Fig. 1: run 1, close-up of the layout
Window x 28 to 68, y 12 to 52 um. Cells in gray, sequential cells in the stronger gray; small squares are vias.
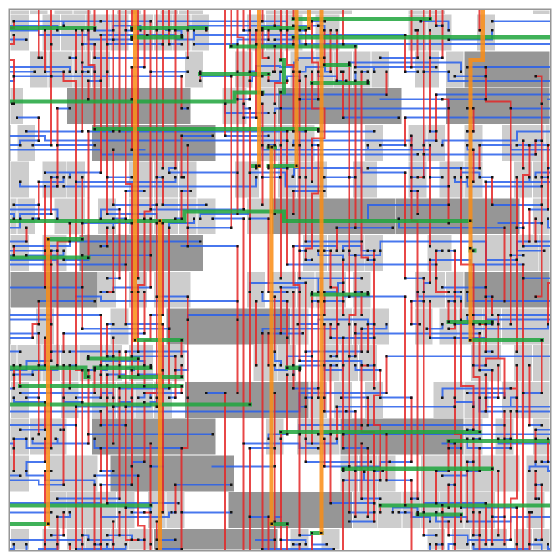
Fig. 2: run 1, clock network drawn from the DEF
Bar = 20 um.
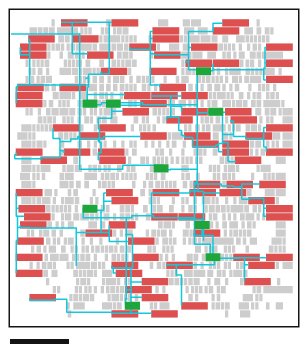
Fig. 3: run 1, wiring by layer
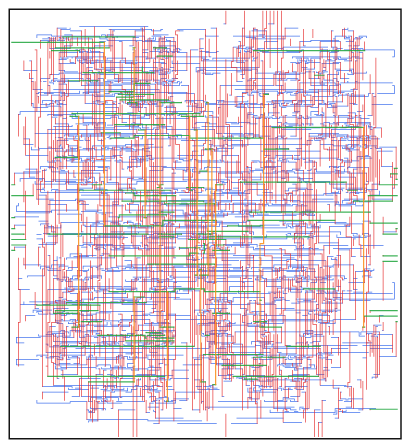
Fig. 4: run 1, placement view
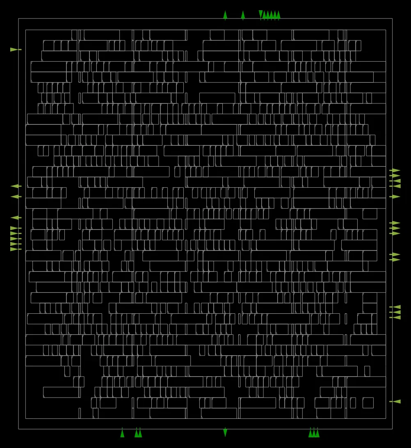
## src/rtl/counter_syn_evcnt_if.sv

```systemverilog
// Read-port bundle for counter_syn_evcnt: request/channel/ack from the consumer,
// ready/valid/data/overflow back from the counter block.
interface counter_syn_evcnt_if #(
    parameter int COUNTER_NUM = 4,
    parameter int CNT_W       = 16
);
    localparam int CH_W = (COUNTER_NUM > 1) ? $clog2(COUNTER_NUM) : 1;

    logic            i_rd_req;
    logic [CH_W-1:0] i_rd_ch;
    logic            i_rd_ack;
    logic            o_rd_rdy;
    logic            o_rd_vld;
    logic [CNT_W-1:0] o_rd_data;
    logic            o_rd_ovf;

    modport master (
        output i_rd_req, i_rd_ch, i_rd_ack,
        input  o_rd_rdy, o_rd_vld, o_rd_data, o_rd_ovf
    );

    modport slave (
        input  i_rd_req, i_rd_ch, i_rd_ack,
        output o_rd_rdy, o_rd_vld, o_rd_data, o_rd_ovf
    );
endinterface

```

## src/rtl/counter_syn_evcnt.sv

```systemverilog
// Per-channel saturating edge counters with a read-and-clear req/ack port.
// Latency: edge -> count 1 cycle; read accept -> o_rd_vld 1 cycle, ack -> rdy 1 cycle.
// Backpressure: result held in HOLD until i_rd_ack; requests ignored meanwhile, counting continues.
module counter_syn_evcnt #(
    parameter int COUNTER_NUM = 4,
    parameter int CNT_W       = 16
) (
    input  logic                     i_clk,
    input  logic                     i_rstn,
    input  logic [COUNTER_NUM-1:0]   i_syn_din,
    input  logic [2*COUNTER_NUM-1:0] i_edge_mode,
    input  logic                     i_clr,
    counter_syn_evcnt_if.slave       rd
);
    localparam int CH_W = (COUNTER_NUM > 1) ? $clog2(COUNTER_NUM) : 1;
    localparam logic [CNT_W-1:0] CNT_MAX = '1;

    typedef enum logic {IDLE, HOLD} state_t;

    state_t                 state_q, state_d;
    logic [COUNTER_NUM-1:0] prev_q;
    logic                   primed_q;
    logic [CNT_W-1:0]       cnt_q   [COUNTER_NUM];
    logic [CNT_W-1:0]       cnt_inc [COUNTER_NUM];
    logic [COUNTER_NUM-1:0] ovf_q, ovf_inc, edge_hit;
    logic [CNT_W-1:0]       rd_data_q, cap_data;
    logic                   rd_ovf_q, cap_ovf;
    logic                   accept;

    // Count this cycle's qualified edge; a hit on a saturated counter only raises ovf.
    always_comb begin
        for (int i = 0; i < COUNTER_NUM; i++) begin
            edge_hit[i] = primed_q &&
                          ((i_edge_mode[2*i]   &&  i_syn_din[i] && !prev_q[i]) ||
                           (i_edge_mode[2*i+1] && !i_syn_din[i] &&  prev_q[i]));
            cnt_inc[i] = cnt_q[i];
            ovf_inc[i] = ovf_q[i];
            if (edge_hit[i]) begin
                if (cnt_q[i] == CNT_MAX) begin
                    ovf_inc[i] = 1'b1;
                end else begin
                    cnt_inc[i] = cnt_q[i] + CNT_W'(1);
                end
            end
        end
    end

    // Out-of-range channels match nothing and capture 0/0.
    always_comb begin
        cap_data = '0;
        cap_ovf  = 1'b0;
        for (int i = 0; i < COUNTER_NUM; i++) begin
            if (rd.i_rd_ch == CH_W'(i)) begin
                cap_data = cnt_inc[i];
                cap_ovf  = ovf_inc[i];
            end
        end
    end

    always_comb begin
        state_d = state_q;
        accept  = 1'b0;
        case (state_q)
            IDLE: begin
                if (rd.i_rd_req) begin
                    accept  = 1'b1;
                    state_d = HOLD;
                end
            end
            HOLD: begin
                if (rd.i_rd_ack) begin
                    state_d = IDLE;
                end
            end
        endcase
    end

    always_ff @(posedge i_clk or negedge i_rstn) begin
        if (!i_rstn) begin
            state_q   <= IDLE;
            prev_q    <= '0;
            primed_q  <= 1'b0;
            ovf_q     <= '0;
            rd_data_q <= '0;
            rd_ovf_q  <= 1'b0;
            for (int i = 0; i < COUNTER_NUM; i++) begin
                cnt_q[i] <= '0;
            end
        end else begin
            state_q  <= state_d;
            prev_q   <= i_syn_din;
            primed_q <= 1'b1;
            if (accept) begin
                rd_data_q <= cap_data;
                rd_ovf_q  <= cap_ovf;
            end
            for (int i = 0; i < COUNTER_NUM; i++) begin
                if (i_clr || (accept && (rd.i_rd_ch == CH_W'(i)))) begin
                    cnt_q[i] <= '0;
                    ovf_q[i] <= 1'b0;
                end else begin
                    cnt_q[i] <= cnt_inc[i];
                    ovf_q[i] <= ovf_inc[i];
                end
            end
        end
    end

    assign rd.o_rd_rdy  = (state_q == IDLE);
    assign rd.o_rd_vld  = (state_q == HOLD);
    assign rd.o_rd_data = rd_data_q;
    assign rd.o_rd_ovf  = rd_ovf_q;
endmodule
```

## src/flat_wrapper.sv

```systemverilog
// flat-port wrapper written by rule: the top's interface ports become plain ports
module counter_syn_evcnt_flat 
#(
    parameter int COUNTER_NUM = 4,
    parameter int CNT_W       = 16
)
  (i_clk, i_rstn, i_syn_din, i_edge_mode, i_clr, rd_i_rd_req, rd_i_rd_ch, rd_i_rd_ack, rd_o_rd_rdy, rd_o_rd_vld, rd_o_rd_data, rd_o_rd_ovf);
  counter_syn_evcnt_if #(.COUNTER_NUM(COUNTER_NUM), .CNT_W(CNT_W)) rd_i ();
  input  logic i_clk;
  input  logic i_rstn;
  input  logic [COUNTER_NUM-1:0] i_syn_din;
  input  logic [2*COUNTER_NUM-1:0] i_edge_mode;
  input  logic i_clr;
  input wire logic [$bits(rd_i.i_rd_req)-1:0] rd_i_rd_req;
  input wire logic [$bits(rd_i.i_rd_ch)-1:0] rd_i_rd_ch;
  input wire logic [$bits(rd_i.i_rd_ack)-1:0] rd_i_rd_ack;
  output wire logic [$bits(rd_i.o_rd_rdy)-1:0] rd_o_rd_rdy;
  output wire logic [$bits(rd_i.o_rd_vld)-1:0] rd_o_rd_vld;
  output wire logic [$bits(rd_i.o_rd_data)-1:0] rd_o_rd_data;
  output wire logic [$bits(rd_i.o_rd_ovf)-1:0] rd_o_rd_ovf;
  assign rd_i.i_rd_req = rd_i_rd_req;
  assign rd_i.i_rd_ch = rd_i_rd_ch;
  assign rd_i.i_rd_ack = rd_i_rd_ack;
  assign rd_o_rd_rdy = rd_i.o_rd_rdy;
  assign rd_o_rd_vld = rd_i.o_rd_vld;
  assign rd_o_rd_data = rd_i.o_rd_data;
  assign rd_o_rd_ovf = rd_i.o_rd_ovf;
  counter_syn_evcnt #(.COUNTER_NUM(COUNTER_NUM), .CNT_W(CNT_W)) u_core (.i_clk(i_clk), .i_rstn(i_rstn), .i_syn_din(i_syn_din), .i_edge_mode(i_edge_mode), .i_clr(i_clr), .rd(rd_i));
endmodule
```

## config.mk

```make
export PLATFORM = sky130hd
export DESIGN_NAME = counter_syn_evcnt_flat
export DESIGN_NICKNAME = d
export VERILOG_FILES = /design/src/rtl/counter_syn_evcnt_if.sv /design/src/rtl/counter_syn_evcnt.sv /design/src/flat_wrapper.sv
export SDC_FILE = /design/constraint.sdc
export NUM_CORES = 1
export LEC_CHECK = 0
export ABC_AREA = 1
export CORE_ASPECT_RATIO = 1.1
export CORE_MARGIN = 1.5
export CORE_UTILIZATION = 60
export DETAILED_ROUTE_END_ITERATION = 10
export GPL_TIMING_DRIVEN = 0
export PLACE_DENSITY = 0.85
export SYNTH_ARGS = -nofsm -noshare
export SYNTH_HDL_FRONTEND = slang
export SYNTH_SLANG_ARGS = --single-unit
```

## constraint.sdc

```tcl
create_clock -name i_clk -period 3.6 [get_ports i_clk]
set_input_delay 0.72 -clock i_clk [delete_from_list [all_inputs] [get_ports i_clk]]
set_output_delay 0.72 -clock i_clk [all_outputs]
set_load 0.005 [all_outputs]
```

==> run_results.csv, run 1 <==
group,metric,value,unit
clock_tree,cts_sinks,91,
detailed_routing,avgRoutedWirePerCell,15.51,um
placed_design,gp_congestion,1.001,
clock_tree,cts-root-buf,"clkbuf_8",
final_layout,comb_cells,640,
global_routing,grt_max_degree,51,
status,status,"finished clean",
detailed_routing,routed_wl,15.79,mm
final_layout,clockNetworkAreaShare,0.02939,
detailed_routing,highest-signal-layer,"met4",
placed_design,numPortBuffers,37,
final_layout,logic_area,0.003078,mm^2
synth,ys.flops,91,
detailed_routing,route.detailed.drc,0,
final_layout,final_area,0.006556,mm^2
final_layout,nFillCells,800,
synth,synthesis.area,0.005822,mm^2
clock_tree,cts_hold_buf,0,
synth,ys_sh_xor,0.03460,
setup_path,crit_type,"input pin to flop",
## Picture notes: Fig. 1
Key: blue = met1; green = met3; orange = met4; red = met2
Netlist names of flops here include `u_core.cnt_q` (14), `u_core.ovf_q` (2). 177 logic cells have their middle in the window. Sequential cells in the window: 17. Most frequent: nand2_1 (64), nand3_1 (25), nor2_1 (24).

## Picture notes: Fig. 2
Key: cyan = clock wires [length 1,170 um]; green = cells driving clock nets [count 9]; red = flip-flops [count 91]
Position of the flops: widely spread.

## Picture notes: Fig. 3
Key: blue = met1 [wire length 6,680 um]; red = met2 [wire length 7,520 um]; orange = met4 [wire length 542 um]; green = met3 [wire length 1,050 um]

## Picture notes: Fig. 4
Post-Layout Cell Count: 1,018
Final Util: 0.6976
sequential share of cell area: 0.3473
Tap Cells: 117
row cnt: 37

[run 1: report_power, final]
part | switching [mW] | total [mW] | internal (mW) | leakage [nW]
registers | 0.0359 | 1.10 | 1.06 | 1.24
clock network | 0.372 | 0.709 | 0.337 | 0.0954
logic | 0.177 | 0.300 | 0.123 | 1.88
[run 1: worst paths after layout]
path                                    startpoint                       to
max                                   i_syn_din[0]   u_core.rd.o_rd_data[8]
min                                         i_rstn         u_core.prev_q[1]
max reg2reg                       u_core.cnt_q[32]  u_core.rd.o_rd_data[11]
min reg2reg                u_core.rd.o_rd_data[12]  u_core.rd.o_rd_data[12]
max in group asynchronous                   i_rstn   u_core.rd.o_rd_data[7]
min in group i_clk         u_core.rd.o_rd_data[12]  u_core.rd.o_rd_data[12]
[run 1: cell usage after synthesis, types with 4 or more instances]
| cell type | count | area (um^2) |
|---|---|---|
| a21oi_1 | 29 | 145.1 |
| xnor2_1 | 5 | 43.79 |
| nor2_1 | 109 | 409.1 |
| ha_1 | 4 | 50.05 |
| inv_2 | 4 | 15.01 |
| a31oi_1 | 7 | 43.79 |
| dfrtp_1 | 91 | 2277 |
| o21ai_1 | 5 | 25.02 |
| nand2_1 | 260 | 975.9 |
| nand2_2 | 7 | 43.79 |
| nand4_1 | 21 | 131.4 |
| buf_2 | 10 | 50.05 |
| nor2_4 | 4 | 45.04 |
| nor2_2 | 8 | 50.05 |
| nand2_4 | 5 | 56.30 |
| nand3_1 | 88 | 440.4 |
| inv_1 | 98 | 367.9 |
| o21ai_0 | 33 | 165.2 |
| o211ai_1 | 5 | 37.54 |
| nor3_1 | 7 | 35.03 |
| xor2_1 | 18 | 157.7 |
[run 1: worst max-delay path, delay by kind of cell]
kind                   cells  cell delay (ps)
AND/OR/NAND/NOR            6              730
AND-OR/OR-AND              2              260
buffers and inverters      3             1070
Fig. 5: run 1, met3 routing
Bar = 20 um.
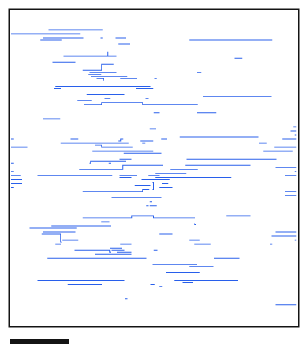

==> run 2: changes to the inputs <==
--- a/config.mk
+++ b/config.mk
@@ -8,10 +8,10 @@
 export ABC_AREA = 1
 export CORE_ASPECT_RATIO = 1.1
 export CORE_MARGIN = 1.5
-export CORE_UTILIZATION = 60
+export CORE_UTILIZATION = 54
 export DETAILED_ROUTE_END_ITERATION = 10
 export GPL_TIMING_DRIVEN = 0
-export PLACE_DENSITY = 0.85
+export PLACE_DENSITY = 0.81
 export SYNTH_ARGS = -nofsm -noshare
 export SYNTH_HDL_FRONTEND = slang
 export SYNTH_SLANG_ARGS = --single-unit
==> constraint.sdc (replaced) <==
create_clock -name i_clk -period 2.04 [get_ports i_clk]
set_input_delay 0.408 -clock i_clk [delete_from_list [all_inputs] [get_ports i_clk]]
set_output_delay 0.408 -clock i_clk [all_outputs]
set_load 0.005 [all_outputs]
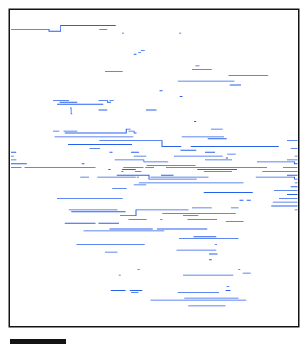
Fig. 6. Met3 routing (run 2).
Bar = 20 um.
The longest straight run is 36.8 um. The wires run mostly horizontal. The layer carries 1,160 um of wire. The layer holds 7.4% of the routed length.

==> run 2 against run 1 <==
Net effect:
- register-to-register slack lost 1300 ps
- first-iteration DRC count shrank 1.8%
- sequential share of layout area shrank 2.3 points
- largest cell class unchanged
==> run_results.csv, run 2 <==
group,metric,value,unit
synth,yosys.area.top_type,"dfrtp_1",
global_routing,grt_max_degree,72,
synth,synthesis.area,0.005822,mm^2
synth,top_cells_by_count,"nand2_1, nor2_1, inv_1, dfrtp_1, nand3_1",
placed_design,numPortBuffers,37,
setup_path,cp_num_buf_inv,3,
floorplanning,num_rows,39,
setup_path,worstSetupEndpoint,"u_core.rd.o_rd_data[1]",
final_layout,logic_area,0.003211,mm^2
final_layout,nFillCells,917,
setup_path,crit_start,"i_syn_din[2]",
clock_tree,cts-root-buf,"clkbuf_16",
setup_path,crit_cells,11,
synth,ys.flops,91,
power,comb_power,0.581,mW
power,p_clk,1.94,mW
synth,synth_top_area_share,0.3911,
detailed_routing,avgRoutedWirePerCell,14.74,um
status,status,"finished clean",
power,p_switching,1.109,mW
detailed_routing,routed_wl,15.64,mm
placed_design,gp_congestion,0.9275,
synth,most_common_cell,"nand2_1",
power,p_int,3.355,mW
worst_hold_path,min_from,"i_syn_din[0]",
power,seq_power_share,0.435,
power,switching_share,0.2483,
clock_tree,cts_sinks,91,
synth,area_leaders,"dfrtp_1, nand2_1, nand3_1",
## run 2: cell count changes in the layout (fill, tap and decap cells not counted), sizes merged
cell,before,now
buf,15,28
bufinv,1,3
clkbuf,12,14
clkdlybuf4s50,36,34
clkinv,3,2
dlygate4sd3,0,1
dlymetal6s2s,0,2
## run 2: per-layer routing
metal,up-vias,track usage,share of wire
met4,0,0.1306,0.046
met3,51,0.05524,0.074
met2,203,0.4402,0.46
met1,2722,0.3740,0.42
met5,-,0,0
li1,2857,-,-
## run 2: layout make-up
class	instances	area share
flip-flops and latches	91	0.3245
plain buffers	14	0.01300
inverters	103	0.05664
repair buffers	54	0.07446
multi-input cells	640	0.4571
clock inverters	5	0.01425
clock buffers	11	0.03456
well taps	143	0.02547
## run 2: cell families (layout without fill, tap and decap cells)
| group | Yosys count | in the layout | share of synthesized area |
|---|---|---|---|
| xor gates and xnor gates | 23 | 23 | 0.03460 |
| buffers and inverters | 117 | 187 | 0.08016 |
| other | 1 | 1 | 0.0006441 |
| DFF | 91 | 91 | 0.3911 |
| AOI/OAI and AO/OA | 87 | 87 | 0.08253 |
| adders and majority gates | 4 | 4 | 0.008597 |
| and+or+nand+nor | 525 | 525 | 0.4023 |
## run 2: through the flow
step	util	instance area, um^2	hold slack, ps	setup slack (ps)	setup TNS (ps)
after floorplan	-	5822	112.4	359.0	0
after global placement	0.6101	6371	464.3	-2856	-282250
after detailed placement	0.6125	6396	327.9	-565.1	-24580
after CTS	0.6495	6783	489.9	-67.66	-281.3
after global routing	0.6727	7024	260.3	-37.94	-101.6
final	0.6727	7024	228.9	106.4	0
## run 2: repair_timing
item                                   4_1_cts  5_1_grt
setup endpoints to repair                   31       58
hold buffers                                 1        0
cloned                                       0        0
endpoints found under the hold margin       20        0
pin swaps                                    2        8
gates resized                               10       42
setup buffers                                2       13
Power figures rest on the tool's default switching activity, not on a simulated workload.
